Design seq_divider_flat, sky130hd; sources not shown.
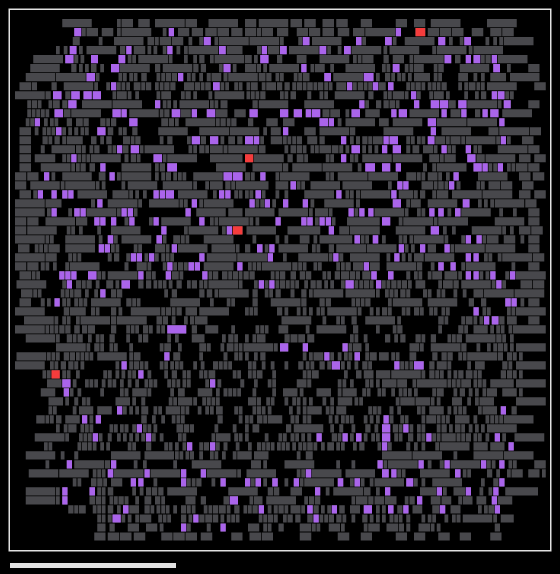
(images/logic_types.png)
Bar = 50 um.
family	color	cells
aoi and oai cells	purple	312
non-inverting ao/oa cells	red	4
non-filler cells, final: 2642
multi-input logic portion of the cell area: 0.460
most frequent standard cell in the layout excluding fill and tap cells: sky130_fd_sc_hd__nand2_1

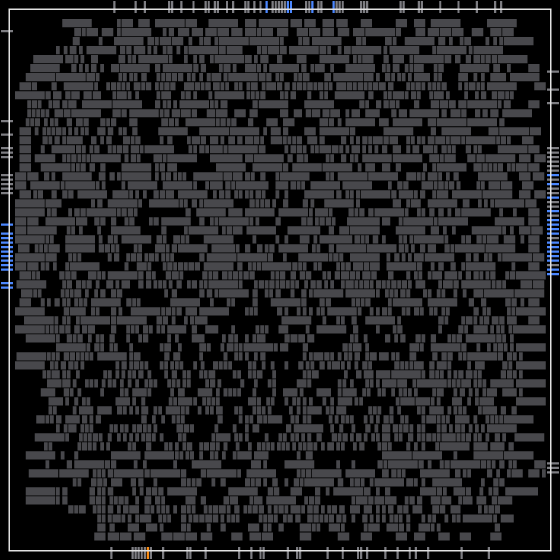
(images/io_placement.png)
Pins as bars across the die edge, other pins in gray.
port	color	pins	direction	edge
bus_remainder	blue	32	output	15 right, 12 left, 5 top
bus_is_signed	orange	1	input	bottom
all pins by edge	46 top, 35 right, 31 bottom, 23 left
Die Span X: 163 um
input/output buffers: 134
floorplan die height: 163 um

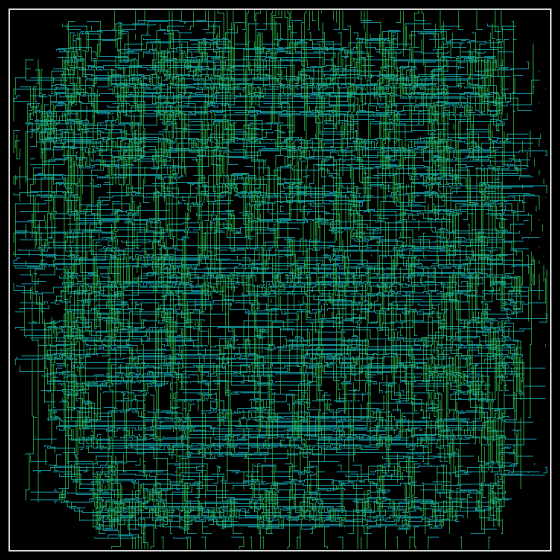
(images/wires.png)
Only two layers are drawn.
layer	color	wire length
metal 2	green	18300 um
metal 1	cyan	19200 um
vias after detailed routing: 14.9k
overall fraction of global-route tracks in use: 0.332
total routed wirelength: 43.1 mm

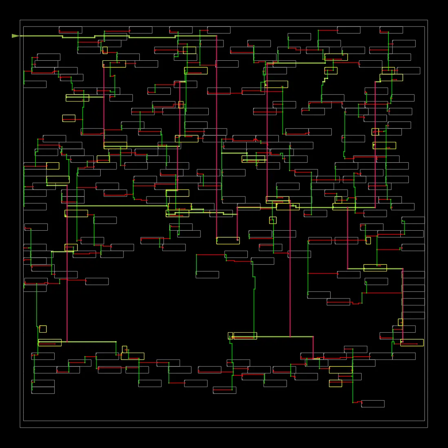
(images/clocks.png)
Clock Sinks: 206
total of clock buffers placed in the layout: 35
Worst Skew: 0.0228 ns
Insertion Delay late pin: 0.54 ns

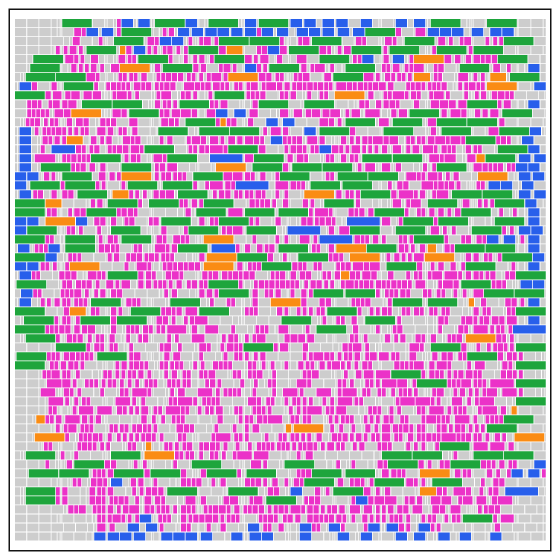
(images/placement_by_type.png)
Fill, decap, tap and diode cells in gray.
class	color	cells
combinational and other logic	magenta	1920
clock drivers and dummy loads	orange	43
remaining buffers and delay cells	blue	143
sequential cells	green	206
proportion of cell area occupied by registers: 0.303
fin area: 0.0170 mm2
area of the core: 0.0253 mm2

==> results_dict.tcl <==
# flow metrics
set metrics [dict create \
    drive_above_1_share 0.0428 \
    placement.cell_area_mm2 0.0162 \
    area_leader_netlist "sky130_fd_sc_hd__dfrtp_1" \
    critPathMaxStageDelay_ns 0.56 \
    max-clock-path-buffers 3 \
    antenna_found_initial 0 \
    min_period_ns 3.33 \
    ff2ff_setup_slack_ns 5.94 \
    hold_path_class "register to register" \
    ys_sh_mux 0 \
    numSynthFlops 206 \
    rr_worst_depth 8 \
    synthFlopType "sky130_fd_sc_hd__dfrtp_1" \
    cp-start-kind "input pin" \
    cp_max_fo 68 \
    run_status "finished clean" \
    core_util_floorplan 0.574 \
    synth_chip_area_mm2 0.0145 \
    number_of_optimization_iterations_in_the_first_detailed_route_pass 6 \
    dr.first_iter.drc_count 1696 \
    post_cts_hold_fix_buffer_tally 0 \
    wire_length_of_the_first_global_routing_pass_mm 70.2 \
    synthTopCellsByArea "sky130_fd_sc_hd__dfrtp_1 35%, sky130_fd_sc_hd__nand2_1 17%, sky130_fd_sc_hd__inv_1 8.5%, sky130_fd_sc_hd__nand3_1 7.8%, sky130_fd_sc_hd__nor2_1 4.8%" \
    fin_setup_tns_ns 0 \
    gp_weighted_congestion 1.00 \
    synthesis.yosys.warnings 0 \
    finalHoldWorstSlack_ns 0.463 \
    flow.area_growth_from_synthesis_pct 17.1 \
    worst_ep_required_time_ns 9.49 \
    aoi_share 0.123 \
    critical-path-slowest-cell "sky130_fd_sc_hd__inv_4" \
    syn_area_mm2 0.0145 \
    pin_count 135 \
    final_net_count 2401 \
    post-cts-setup-buffer-count 0 \
    worst_hold_path.num_cells 1 \
    design.die.area_mm2 0.0266 \
    synth-simple-area-share 0.341 \
    cap_violations 0 \
    leakage_nw 8.44 \
    adder_share 0.0332 \
    cts_inserted_buffers 24 \
    max_slew.worst_pin.slew_ns 1.09 \
    cts_tree "built" \
    hold_violations 0 \
    crit_type "input pin to register" \
    synth-xor-area-share 0.0386 \
    warnings 25 \
    detail_route.drc_violations 0 \
    setup_viol_count_final 0 \
    post_cts_gate_resize_count 0 \
    clkTransAtPathRegs_ns 0.06 \
    congestion_overflow_gr 0 \
    crit_path_end_kind "register" \
    common_cells "649 x sky130_fd_sc_hd__nand2_1, 329 x sky130_fd_sc_hd__inv_1, 227 x sky130_fd_sc_hd__nand3_1" \
    synth_async_sr_flop_share 1.00 \
]
## layout make-up
| type | count | area [um2] |
|---|---|---|
| fill | 2266 | 8300 |
| multi-input combinational | 1588 | 7830 |
| sequential | 206 | 5150 |
| timing repair buffer | 143 | 1570 |
| inverter | 332 | 1260 |
| clock buffer | 35 | 751 |
| tap | 330 | 413 |
| clock inverter | 8 | 45.0 |
## metal layers
metal	routed length, um	global-route usage	share of wire	vias up
met5	0	0	0	-
met4	1410	0.108	0.033	0
met3	4180	0.0721	0.097	91
met2	18300	0.498	0.43	680
met1	19200	0.472	0.44	6931
li1	-	-	-	7244
## layout by cell type (no fill, tap or decap), types with 14 or more instances in the layout
master	instances
sky130_fd_sc_hd__nand2_1	649
sky130_fd_sc_hd__inv_1	324
sky130_fd_sc_hd__nand3_1	226
sky130_fd_sc_hd__dfrtp_1	206
sky130_fd_sc_hd__nor2_1	184
sky130_fd_sc_hd__o21ai_0	138
sky130_fd_sc_hd__clkdlybuf4s50_1	134
sky130_fd_sc_hd__a21oi_1	85
sky130_fd_sc_hd__xor2_1	48
sky130_fd_sc_hd__ha_1	37
sky130_fd_sc_hd__nor3_1	33
sky130_fd_sc_hd__a22oi_1	30
sky130_fd_sc_hd__nand4_1	29
sky130_fd_sc_hd__clkbuf_16	25
sky130_fd_sc_hd__xnor2_1	16
sky130_fd_sc_hd__a31oi_1	14
## power breakdown
part	total [mW]	internal, mW	switching [mW]	leakage [nW]
combinational	3.94	1.37	2.57	5.71
sequential	1.67	1.28	0.384	2.33
clock	0.973	0.570	0.403	0.399
total	6.58	3.23	3.36	8.44
## kinds of logic (layout without fill, tap and decap cells)
family / count (synthesis) / count (layout)
simple gates: 1170 / 1170
compound gates: 316 / 316
xor+xnor: 64 / 64
flops: 206 / 206
fa+ha+maj: 38 / 38
buf+inv: 412 / 518
## stage by stage
stage	power, mW	worst slack, ns
3_5_place_dp	5.54	5.30
2_1_floorplan	4.45	2.57
6_report	6.58	5.77
5_1_grt	7.20	5.59
3_3_place_gp	5.41	-0.603
4_1_cts	6.54	5.83
## worst reg2reg max path, stage by stage, from the launching register on
cell,delay [ns]
sky130_fd_sc_hd__dfrtp_1,0.41
sky130_fd_sc_hd__inv_1,0.26
sky130_fd_sc_hd__nand3_4,0.51
sky130_fd_sc_hd__buf_12,0.41
sky130_fd_sc_hd__inv_4,0.58
sky130_fd_sc_hd__nor2_4,0.30
sky130_fd_sc_hd__buf_16,0.25
sky130_fd_sc_hd__a22oi_1,0.21
sky130_fd_sc_hd__nand3_1,0.11
Power and IR drop assume default switching activity.
